### Pin placement, run 1

(3 px per µm) Pins as bars across the die edge, other pins in grey.
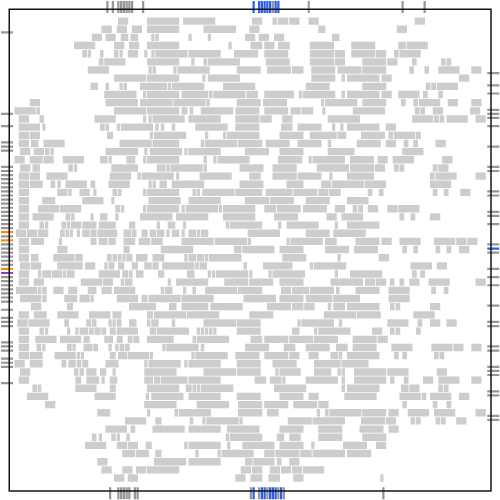
### Register map, names as in the netlist, run 1

(1.5 px per µm) Other sequential cells in the stronger grey, the rest of the logic in the fainter grey.
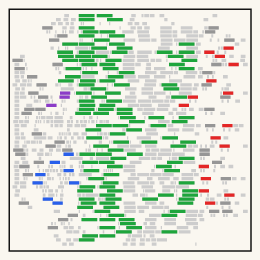
### Gate-type map, run 1

(1.5 px per µm)
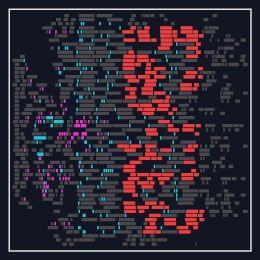
**src/rtl/alu_issue_ctrl_if.sv**
```systemverilog
// Purpose: bundles the instruction port, ALU port, writeback, error and debug
//          signals of the ALU issue controller.
// Modports:
//   slave  - the controller (accepts instructions, drives the ALU)
//   master - the environment (instruction source, ALU, debug/observer)
`timescale 1ns/1ps
interface alu_issue_ctrl_if #(
  parameter int unsigned AW = 3
);
  // instruction port
  logic          instr_valid;
  logic          instr_ready;
  logic [2:0]    instr_op;
  logic [AW-1:0] instr_rd;
  logic [AW-1:0] instr_rs1;
  logic [AW-1:0] instr_rs2;
  logic [15:0]   instr_imm;
  // ALU port
  logic [2:0]    alu_control;
  logic          alu_load;
  logic [15:0]   alu_din_a;
  logic [15:0]   alu_din_b;
  logic          alu_valid_dout;
  logic [15:0]   alu_dout;
  // writeback observation
  logic          wb_valid;
  logic [AW-1:0] wb_addr;
  logic [15:0]   wb_data;
  // error and debug
  logic          err;
  logic          err_clr;
  logic [AW-1:0] dbg_addr;
  logic [15:0]   dbg_data;

  modport slave (
    input  instr_valid, instr_op, instr_rd, instr_rs1, instr_rs2, instr_imm,
    input  alu_valid_dout, alu_dout, err_clr, dbg_addr,
    output instr_ready, alu_control, alu_load, alu_din_a, alu_din_b,
    output wb_valid, wb_addr, wb_data, err, dbg_data
  );

  modport master (
    output instr_valid, instr_op, instr_rd, instr_rs1, instr_rs2, instr_imm,
    output alu_valid_dout, alu_dout, err_clr, dbg_addr,
    input  instr_ready, alu_control, alu_load, alu_din_a, alu_din_b,
    input  wb_valid, wb_addr, wb_data, err, dbg_data
  );
endinterface

```
**src/rtl/alu_issue_ctrl.sv**
```systemverilog
// Purpose: issues one instruction at a time to the 16-bit ALU. Operands come
//          from a local register file; the ALU result is written back to it.
//          LDI writes the register file directly without touching the ALU.
// Ports:
//   clk   - clock, rising edge
//   reset - synchronous, active-high
//   bus   - alu_issue_ctrl_if.slave: instruction valid/ready port, ALU
//           control/operands/result, writeback pulse, sticky err with
//           err_clr, and a combinational debug read of the register file
`timescale 1ns/1ps
module alu_issue_ctrl #(
  parameter int unsigned NREGS   = 8,
  parameter int unsigned AW      = 3,
  parameter int unsigned TIMEOUT = 15
) (
  input logic             clk,
  input logic             reset,
  alu_issue_ctrl_if.slave bus
);

  localparam int unsigned DW = 16;
  localparam int unsigned CW = 8;
  localparam logic [2:0]  OP_LDI = 3'b000;

  typedef enum logic [1:0] {S_IDLE, S_ISSUE, S_WAIT} state_e;

  state_e          r_state;
  state_e          w_state_nxt;
  logic [DW-1:0]   r_regs [NREGS];
  logic [AW-1:0]   r_rd;
  logic [CW-1:0]   r_cnt;
  logic            r_alu_load;
  logic [2:0]      r_alu_control;
  logic [DW-1:0]   r_din_a;
  logic [DW-1:0]   r_din_b;
  logic            r_wb_valid;
  logic [AW-1:0]   r_wb_addr;
  logic [DW-1:0]   r_wb_data;
  logic            r_err;

  logic [AW-1:0]   w_rd_nxt;
  logic [CW-1:0]   w_cnt_nxt;
  logic            w_load_nxt;
  logic [2:0]      w_ctrl_nxt;
  logic [DW-1:0]   w_din_a_nxt;
  logic [DW-1:0]   w_din_b_nxt;
  logic            w_wr_en;
  logic [AW-1:0]   w_wr_addr;
  logic [DW-1:0]   w_wr_data;
  logic            w_err_set;

  // State register
  always_ff @(posedge clk) begin
    if (reset) r_state <= S_IDLE;
    else       r_state <= w_state_nxt;
  end

  // Next-state and datapath control
  always_comb begin
    w_state_nxt = r_state;
    w_rd_nxt    = r_rd;
    w_cnt_nxt   = r_cnt;
    w_load_nxt  = 1'b0;
    w_ctrl_nxt  = r_alu_control;
    w_din_a_nxt = r_din_a;
    w_din_b_nxt = r_din_b;
    w_wr_en     = 1'b0;
    w_wr_addr   = '0;
    w_wr_data   = '0;
    w_err_set   = 1'b0;
    case (r_state)
      S_IDLE: begin
        if (bus.instr_valid) begin
          if (bus.instr_op[2]) begin
            w_err_set = 1'b1;
          end else if (bus.instr_op == OP_LDI) begin
            w_wr_en   = 1'b1;
            w_wr_addr = bus.instr_rd;
            w_wr_data = bus.instr_imm;
          end else begin
            w_ctrl_nxt  = bus.instr_op;
            w_din_b_nxt = r_regs[bus.instr_rs1];
            w_din_a_nxt = r_regs[bus.instr_rs2];
            w_rd_nxt    = bus.instr_rd;
            w_load_nxt  = 1'b1;
            w_state_nxt = S_ISSUE;
          end
        end
      end
      S_ISSUE: begin
        w_cnt_nxt   = '0;
        w_state_nxt = S_WAIT;
      end
      S_WAIT: begin
        if (bus.alu_valid_dout) begin
          w_wr_en     = 1'b1;
          w_wr_addr   = r_rd;
          w_wr_data   = bus.alu_dout;
          w_state_nxt = S_IDLE;
        end else if ((r_cnt + CW'(1)) == CW'(TIMEOUT)) begin
          // Counter reaches TIMEOUT on the TIMEOUT-th empty WAIT cycle
          w_err_set   = 1'b1;
          w_state_nxt = S_IDLE;
        end else begin
          w_cnt_nxt = r_cnt + CW'(1);
        end
      end
      default: w_state_nxt = S_IDLE;
    endcase
  end

  // Datapath, register file and output registers
  always_ff @(posedge clk) begin
    if (reset) begin
      for (int i = 0; i < int'(NREGS); i++) r_regs[i] <= '0;
      r_rd          <= '0;
      r_cnt         <= '0;
      r_alu_load    <= 1'b0;
      r_alu_control <= '0;
      r_din_a       <= '0;
      r_din_b       <= '0;
      r_wb_valid    <= 1'b0;
      r_wb_addr     <= '0;
      r_wb_data     <= '0;
      r_err         <= 1'b0;
    end else begin
      if (w_wr_en) begin
        r_regs[w_wr_addr] <= w_wr_data;
        r_wb_addr         <= w_wr_addr;
        r_wb_data         <= w_wr_data;
      end
      r_rd          <= w_rd_nxt;
      r_cnt         <= w_cnt_nxt;
      // alu_load is set on accept and held exactly through ISSUE
      r_alu_load    <= w_load_nxt;
      r_alu_control <= w_ctrl_nxt;
      r_din_a       <= w_din_a_nxt;
      r_din_b       <= w_din_b_nxt;
      r_wb_valid    <= w_wr_en;
      // A new error wins over a simultaneous clear
      r_err         <= w_err_set | (r_err & ~bus.err_clr);
    end
  end

  assign bus.instr_ready = (r_state == S_IDLE);
  assign bus.alu_load    = r_alu_load;
  assign bus.alu_control = r_alu_control;
  assign bus.alu_din_a   = r_din_a;
  assign bus.alu_din_b   = r_din_b;
  assign bus.wb_valid    = r_wb_valid;
  assign bus.wb_addr     = r_wb_addr;
  assign bus.wb_data     = r_wb_data;
  assign bus.err         = r_err;
  assign bus.dbg_data    = r_regs[bus.dbg_addr];

endmodule

```
**src/flat_wrapper.sv**
```systemverilog
// flat-port wrapper written by rule: the top's interface ports become plain ports
module alu_issue_ctrl_flat 
#(
  parameter int unsigned NREGS   = 8,
  parameter int unsigned AW      = 3,
  parameter int unsigned TIMEOUT = 15
)
  (clk, reset, bus_instr_valid, bus_instr_op, bus_instr_rd, bus_instr_rs1, bus_instr_rs2, bus_instr_imm, bus_alu_valid_dout, bus_alu_dout, bus_err_clr, bus_dbg_addr, bus_instr_ready, bus_alu_control, bus_alu_load, bus_alu_din_a, bus_alu_din_b, bus_wb_valid, bus_wb_addr, bus_wb_data, bus_err, bus_dbg_data);
  alu_issue_ctrl_if #(.AW(AW)) bus_i ();
  input logic clk;
  input logic reset;
  input wire logic [$bits(bus_i.instr_valid)-1:0] bus_instr_valid;
  input wire logic [$bits(bus_i.instr_op)-1:0] bus_instr_op;
  input wire logic [$bits(bus_i.instr_rd)-1:0] bus_instr_rd;
  input wire logic [$bits(bus_i.instr_rs1)-1:0] bus_instr_rs1;
  input wire logic [$bits(bus_i.instr_rs2)-1:0] bus_instr_rs2;
  input wire logic [$bits(bus_i.instr_imm)-1:0] bus_instr_imm;
  input wire logic [$bits(bus_i.alu_valid_dout)-1:0] bus_alu_valid_dout;
  input wire logic [$bits(bus_i.alu_dout)-1:0] bus_alu_dout;
  input wire logic [$bits(bus_i.err_clr)-1:0] bus_err_clr;
  input wire logic [$bits(bus_i.dbg_addr)-1:0] bus_dbg_addr;
  output wire logic [$bits(bus_i.instr_ready)-1:0] bus_instr_ready;
  output wire logic [$bits(bus_i.alu_control)-1:0] bus_alu_control;
  output wire logic [$bits(bus_i.alu_load)-1:0] bus_alu_load;
  output wire logic [$bits(bus_i.alu_din_a)-1:0] bus_alu_din_a;
  output wire logic [$bits(bus_i.alu_din_b)-1:0] bus_alu_din_b;
  output wire logic [$bits(bus_i.wb_valid)-1:0] bus_wb_valid;
  output wire logic [$bits(bus_i.wb_addr)-1:0] bus_wb_addr;
  output wire logic [$bits(bus_i.wb_data)-1:0] bus_wb_data;
  output wire logic [$bits(bus_i.err)-1:0] bus_err;
  output wire logic [$bits(bus_i.dbg_data)-1:0] bus_dbg_data;
  assign bus_i.instr_valid = bus_instr_valid;
  assign bus_i.instr_op = bus_instr_op;
  assign bus_i.instr_rd = bus_instr_rd;
  assign bus_i.instr_rs1 = bus_instr_rs1;
  assign bus_i.instr_rs2 = bus_instr_rs2;
  assign bus_i.instr_imm = bus_instr_imm;
  assign bus_i.alu_valid_dout = bus_alu_valid_dout;
  assign bus_i.alu_dout = bus_alu_dout;
  assign bus_i.err_clr = bus_err_clr;
  assign bus_i.dbg_addr = bus_dbg_addr;
  assign bus_instr_ready = bus_i.instr_ready;
  assign bus_alu_control = bus_i.alu_control;
  assign bus_alu_load = bus_i.alu_load;
  assign bus_alu_din_a = bus_i.alu_din_a;
  assign bus_alu_din_b = bus_i.alu_din_b;
  assign bus_wb_valid = bus_i.wb_valid;
  assign bus_wb_addr = bus_i.wb_addr;
  assign bus_wb_data = bus_i.wb_data;
  assign bus_err = bus_i.err;
  assign bus_dbg_data = bus_i.dbg_data;
  alu_issue_ctrl #(.NREGS(NREGS), .AW(AW), .TIMEOUT(TIMEOUT)) u_core (.clk(clk), .reset(reset), .bus(bus_i));
endmodule
```
**config.mk**
```make
export PLATFORM = sky130hd
export DESIGN_NAME = alu_issue_ctrl_flat
export DESIGN_NICKNAME = d
export VERILOG_FILES = /design/src/rtl/alu_issue_ctrl_if.sv /design/src/rtl/alu_issue_ctrl.sv /design/src/flat_wrapper.sv
export SDC_FILE = /design/constraint.sdc
export NUM_CORES = 1
export LEC_CHECK = 0
export ABC_CLOCK_PERIOD_IN_PS = 4050
export CAP_MARGIN = 10
export CORE_UTILIZATION = 40
export DETAILED_ROUTE_END_ITERATION = 6
export PLACE_DENSITY = 0.61
export SLEW_MARGIN = 20
export SYNTH_ARGS = -nofsm -noshare
export SYNTH_HDL_FRONTEND = slang
export SYNTH_SLANG_ARGS = --single-unit
```
**constraint.sdc**
```tcl
create_clock -name clk -period 4.05 [get_ports clk]
set_input_delay 1.215 -clock clk [delete_from_list [all_inputs] [get_ports clk]]
set_output_delay 1.215 -clock clk [all_outputs]
set_load 0.005 [all_outputs]
```
==> flow_metrics.env, run 1 <==
# physical design summary
export IMPL_outcome="finished clean"
export IMPL_largest_register_ffs=128
export IMPL_drt_pass1_iter_count=7
export IMPL_synth_edff_count=128
export IMPL_timing_max_cap_violations=0
export IMPL_cts_buffers=17
export IMPL_type_of_origin_of_the_critical_path="input pin"
export IMPL_power_internal_mw=3.36
export IMPL_drt_vias_per_instance=5.72
export IMPL_synth_net_count=807
export IMPL_clock_latency_on_the_worst_skew_pair_ps=440
export IMPL_ys_ff=197
export IMPL_muxShareOfSynthArea_pct=26.6
export IMPL_fin_worst_skew_ps=9.88
export IMPL_ff_type="sky130_fd_sc_hd__edfxtp_1"
export IMPL_chip_area_um2=25600
export IMPL_power_total_mw=4.51
export IMPL_worstPathRequired_ps=2830
export IMPL_power_ir_vdd_worst_v=0.000267
export IMPL_worstSetupEndpointType="output pin"
export IMPL_cts_hold_fix_buffers=0
export IMPL_p_switching_mw=1.15
export IMPL_globalplace_congestion=0.868
export IMPL_hold_worst_slack_ps=456
export IMPL_final_max_slew_viol_count=0
export IMPL_antenna_found_initial=0
export IMPL_postRouteAntennaNets=0
export IMPL_gr_usage_met1_pct=32.3
export IMPL_route_final_wire_length_mm=26.4
export IMPL_synth_cellmix_xorXnorShare_pct=0.175
-- 'Pin placement' (at the start) --
legend:
  orange:
    port: `bus_instr_op`
    pins: 3
    direction: input
    edge: left
  blue:
    port: `bus_dbg_data`
    pins: 16
    direction: output
    edge: 8 top, 7 bottom, 1 right
  purple:
    port: `bus_instr_ready`
    pins: 1
    direction: output
    edge: left
number of input and output port buffers inserted: 124
width of the die: 160 µm
overall die height: 160 µm

-- 'Register map, names as in the netlist' (at the start) --
legend:
  red:
    name_in_the_netlist: `u_core.bus.alu_din_b`
    flops: 16
  blue:
    name_in_the_netlist: `u_core.r_cnt`
    flops: 8
  purple:
    name_in_the_netlist: `u_core.r_rd`
    flops: 3
  green:
    name_in_the_netlist: `u_core.r_regs`
    flops: 128
not coloured: 42
share of the final layout cell area in sequential cells: 42.4%
flip-flop and latch power: 2.27 mW
final standard cell utilization of the core: 50.5%
area used by sequential logic in the layout: 5230 µm²

-- 'Gate-type map' (at the start) --
legend:
  red:
    family: multiplexers
    cells: 144
  cyan:
    family: NOR gates
    cells: 142
  magenta:
    family: NAND gates
    cells: 66
    where: left middle
final non-filler cell total: 1212
most common cell after layout, fill and taps aside: sky130_fd_sc_hd__edfxtp_1

run 1: repair_timing:
| item | CTS | global route |
|---|---|---|
| gates resized | 7 | 1 |
| setup endpoints to repair | 16 | 7 |
| endpoints found under the hold margin | 0 | 0 |
| buffers inserted | 0 | 0 |
| cloned | 2 | 0 |
run 1: area by class of cell:
class	count	area [µm²]
well taps	324	405
clock inverters	15	156
inverters	4	15.0
multi-input cells	494	4480
fillers	2164	12100
clock buffers	17	425
flip-flops and latches	197	5230
repair buffers	161	1610
run 1: critical path: cells and delay by family:
family	cells	cell delay, ps
muxes	2	820
buffers and inverters	3	750
run 1: per-stage QoR:
step	cell area [µm²]	std cells	setup slack [ps]
after detailed placement	11700	1178	-215
after floorplan	10000	753	310
after global placement	11700	1178	-185
final	12300	1212	38.1
after CTS	12300	1212	1.67
after global routing	12300	1212	8.41
==> run 2: changes to the inputs <==
--- a/config.mk
+++ b/config.mk
@@ -6,7 +6,7 @@
 export NUM_CORES = 1
 export LEC_CHECK = 0
 export ABC_CLOCK_PERIOD_IN_PS = 4050
-export CAP_MARGIN = 10
+export CAP_MARGIN = 40
 export CORE_UTILIZATION = 40
 export DETAILED_ROUTE_END_ITERATION = 6
 export PLACE_DENSITY = 0.61
### Track usage over the die, run 2

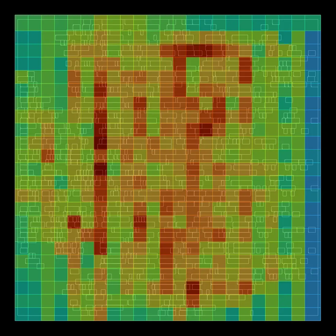
GRT busiest layer: met1
global routing met2 resource utilization: 31.0%

==> run 2 against run 1 <==
Against the previous run: register-to-register slack about the same; clock skew unchanged; core utilization is the same; area after synthesis is the same; combinational power hardly changed; sequential power hardly changed; worst hold slack did not move; non-clock buffer count stayed put; maximum frequency unchanged; cell count did not move; die area unchanged.
==> flow_metrics.env, run 2 <==
# physical design summary
export IMPL_power_internal_mw=3.36
export IMPL_route_final_wire_length_mm=26.4
export IMPL_ys_ff=197
export IMPL_worst_path_buffer_plus_inverter_count=3
export IMPL_globalplace_congestion=0.868
export IMPL_outcome="finished clean"
export IMPL_postRouteAntennaNets=0
export IMPL_worstSetupEndpointType="output pin"
export IMPL_place_worst_setup_slack_ps=-215
export IMPL_p_switching_mw=1.15
export IMPL_kind_of_cell_adding_the_most_delay_to_the_critical_path="multiplexers"
export IMPL_n_fill_cell=2164
export IMPL_synth_cellmix_xorXnorShare_pct=0.175
export IMPL_final_max_slew_viol_count=0
export IMPL_cts_resized=7
export IMPL_chipWidth_um=160
export IMPL_hold_worst_slack_ps=456
export IMPL_synth_net_count=807
export IMPL_placedInstanceArea_um2=11700
export IMPL_final_util_pct=50.5
export IMPL_ff_type="sky130_fd_sc_hd__edfxtp_1"
export IMPL_antenna_found_initial=0
export IMPL_synthToLayoutAreaGrowth_pct=23.2
export IMPL_numPlacedInstances=1178
export IMPL_type_of_origin_of_the_critical_path="input pin"
export IMPL_layout_top_cell_excl_fill_tap="sky130_fd_sc_hd__edfxtp_1"
export IMPL_buffer_ports_inserted=124
export IMPL_power_total_mw=4.51
export IMPL_power_ir_vdd_worst_v=0.000267
export IMPL_pwr_group_sequential_mw=2.27
export IMPL_synth_top_cell_by_area="sky130_fd_sc_hd__edfxtp_1"
export IMPL_multi_input_comb_area_um2=4480
export IMPL_flop_area_um2=5230
export IMPL_combPwrFrac_pct=12.7
export IMPL_drt_pass1_iter_count=7
export IMPL_final_design_area_no_fill_um2=12300
export IMPL_timing_max_cap_violations=0
export IMPL_die_h_um=160
export IMPL_largest_stage_delay_on_the_critical_path_ps=510
export IMPL_clock_latency_on_the_worst_skew_pair_ps=440
export IMPL_cts_post_setup_buffers_inserted=0
export IMPL_fin_worst_skew_ps=9.88
export IMPL_gr_usage_met1_pct=32.3
export IMPL_drt_vias_per_instance=5.72
export IMPL_post_route_worst_setup_slack_ps=38.1
export IMPL_cts_hold_fix_buffers=0
export IMPL_final_cells=1212
export IMPL_synth_area_per_cell_um2=13.3
export IMPL_synth_edff_count=128
### Pin placement, run 2

(3 px per µm) Pins as bars across the die edge, other pins in grey.
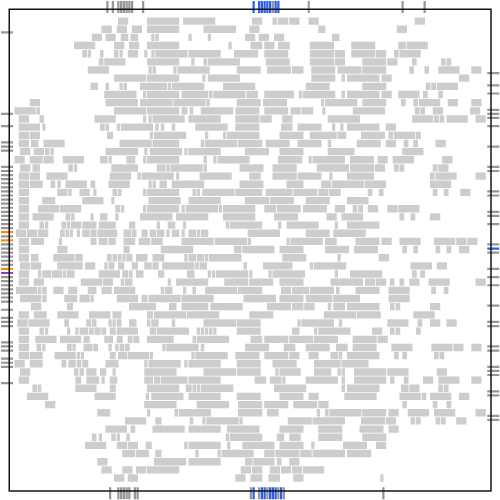
legend:
  blue:
    port: `bus_dbg_data`
    pins: 16
    direction: output
    edge: 8 top, 7 bottom, 1 right
  purple:
    port: `bus_instr_ready`
    pins: 1
    direction: output
    edge: left
  orange:
    port: `bus_instr_op`
    pins: 3
    direction: input
    edge: left

[run 2: cell counts in the layout (fill, tap and decap cells not counted)]
No cell type changed its count.
[run 2: path summary, 6_finish.rpt]
kind	startpoint	to	slack (ps)	cells past startpoint
max	bus_dbg_addr[0]	bus_dbg_data[15]	40	5
min	u_core.bus.wb_data[9]	u_core.bus.wb_data[9]	460	2
max reg2reg	u_core.r_state[0]	u_core.r_regs[2][12]	1640	6
min reg2reg	u_core.bus.wb_data[9]	u_core.bus.wb_data[9]	460	2
[run 2: area by class of cell]
class                           count  area share [%]
Sequential cell                   197            42.4
Multi-Input combinational cell    494            36.4
Timing Repair Buffer              161            13.0
Clock buffer                       17            3.45
Tap cell                          324            3.29
Clock inverter                     15            1.27
Inverter                            4           0.122
==> run 3: changes to the inputs <==
--- a/config.mk
+++ b/config.mk
@@ -7,9 +7,9 @@
 export LEC_CHECK = 0
 export ABC_CLOCK_PERIOD_IN_PS = 4050
 export CAP_MARGIN = 40
-export CORE_UTILIZATION = 40
+export CORE_UTILIZATION = 56
 export DETAILED_ROUTE_END_ITERATION = 6
-export PLACE_DENSITY = 0.61
+export PLACE_DENSITY = 0.8
 export SLEW_MARGIN = 20
 export SYNTH_ARGS = -nofsm -noshare
 export SYNTH_HDL_FRONTEND = slang
### Track usage over the die, run 3

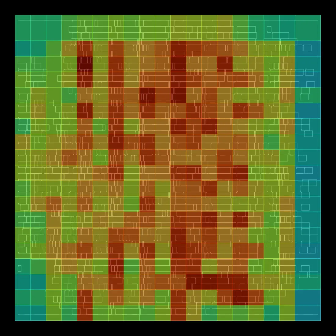
routed length per placed instance: 23.3 µm
Total Routing Usage GR: 29.1%
GR Layer Usage met3: 7.93%

==> run 3 against run 2 <==
Against the previous run: worst hold slack better by 2.1 ps; sequential cell count stayed put; maximum frequency hardly changed; critical path type unchanged; die area is 28% lower; setup slack worse by 2.4 ps; critical path depth stayed put; clock skew is 2.8 ps higher.
==> flow_metrics.env, run 3 <==
# physical design summary
export IMPL_final_max_slew_viol_count=0
export IMPL_inverters=4
export IMPL_nonClockBufferCount=158
export IMPL_ff_type="sky130_fd_sc_hd__edfxtp_1"
export IMPL_power_ir_vdd_worst_v=0.000337
export IMPL_drt_vias_per_instance=6.55
export IMPL_timing_max_cap_violations=0
export IMPL_synth_edff_count=128
export IMPL_final_util_pct=70.2
export IMPL_synth_cellmix_xorXnorShare_pct=0.175
export IMPL_n_fill_cell=1113
export IMPL_final_cells=1110
export IMPL_die_h_um=136
export IMPL_pwr_group_sequential_mw=2.28
export IMPL_clock_cell_area_share_pct=4.85
export IMPL_clock_latency_on_the_worst_skew_pair_ps=440
export IMPL_placedInstanceArea_um2=11500
export IMPL_power_internal_mw=3.39
export IMPL_top_usage_layer="met2"
export IMPL_power_total_mw=4.50
export IMPL_gr_usage_met1_pct=42.0
export IMPL_multi_input_comb_area_um2=4480
export IMPL_globalRouteMet2Util_pct=43.8
export IMPL_flop_area_um2=5230
export IMPL_final_design_area_no_fill_um2=12200
export IMPL_n_tap_cell=225
export IMPL_cts_post_setup_buffers_inserted=0
export IMPL_synth_top_cell_by_area="sky130_fd_sc_hd__edfxtp_1"
export IMPL_combPwrFrac_pct=12.5
export IMPL_logic_gates=494
export IMPL_buffer_ports_inserted=124
export IMPL_n_sequential_cell=197
export IMPL_post_route_worst_setup_slack_ps=35.7
export IMPL_seq_share_pct=42.9
export IMPL_antenna_found_initial=0
export IMPL_nonClkBufAreaFrac_pct=13.1
export IMPL_place_worst_setup_slack_ps=-202
export IMPL_outcome="finished clean"
export IMPL_worst_path_buffer_plus_inverter_count=3
export IMPL_chipWidth_um=136
export IMPL_layout_clock_buffers=18
export IMPL_p_switching_mw=1.11
export IMPL_hold_worst_slack_ps=458
export IMPL_kind_of_cell_adding_the_most_delay_to_the_critical_path="multiplexers"
export IMPL_layout_top_cell_excl_fill_tap="sky130_fd_sc_hd__edfxtp_1"
export IMPL_postRouteAntennaNets=0
export IMPL_synth_area_per_cell_um2=13.3
export IMPL_fin_worst_skew_ps=12.7
export IMPL_synth_net_count=807
### Layout detail, run 3

Window x 55 to 80, y 28 to 53 µm. Cells in grey, sequential cells in the stronger grey; small squares are vias.
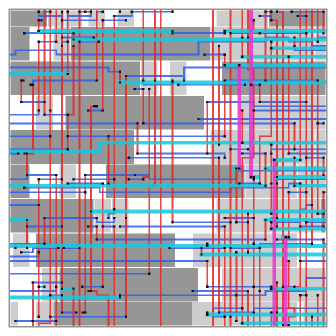
legend:
  magenta:
    layer: met4
  cyan:
    layer: met3
  red:
    layer: met2
  blue:
    layer: met1
netlist names of flops here include: `u_core.r_regs` (10)
cells with their middle in the window: 30
most frequent: nor2_1 (11), edfxtp_1 (10), mux4_2 (6)
sequential cells in the window: 10

==> run 3: cell count changes in the layout (fill, tap and decap cells not counted), sizes merged <==
cell,before,now
buf,40,37
clkbuf,17,18
clkinv,4,8
clkinvlp,2,0
inv,13,10
==> run 3: repair_timing <==
action | in CTS | in global routing
gates resized | 5 | 6
gates cloned | 2 | 0
setup endpoints to repair | 16 | 13
hold buffers | 0 | 0
==> run 3: path summary, 6_finish.rpt <==
| kind | startpoint | endpoint | slack (ps) |
|---|---|---|---|
| worst max-delay path | bus_dbg_addr[0] | bus_dbg_data[15] | 40 |
| worst min-delay path | u_core.bus.wb_data[0] | u_core.bus.wb_data[0] | 460 |
| worst max register to register | u_core.r_state[0] | u_core.r_regs[0][7] | 1510 |
| worst min register to register | u_core.bus.wb_data[0] | u_core.bus.wb_data[0] | 460 |
Power is estimated from default activity; no workload was simulated.
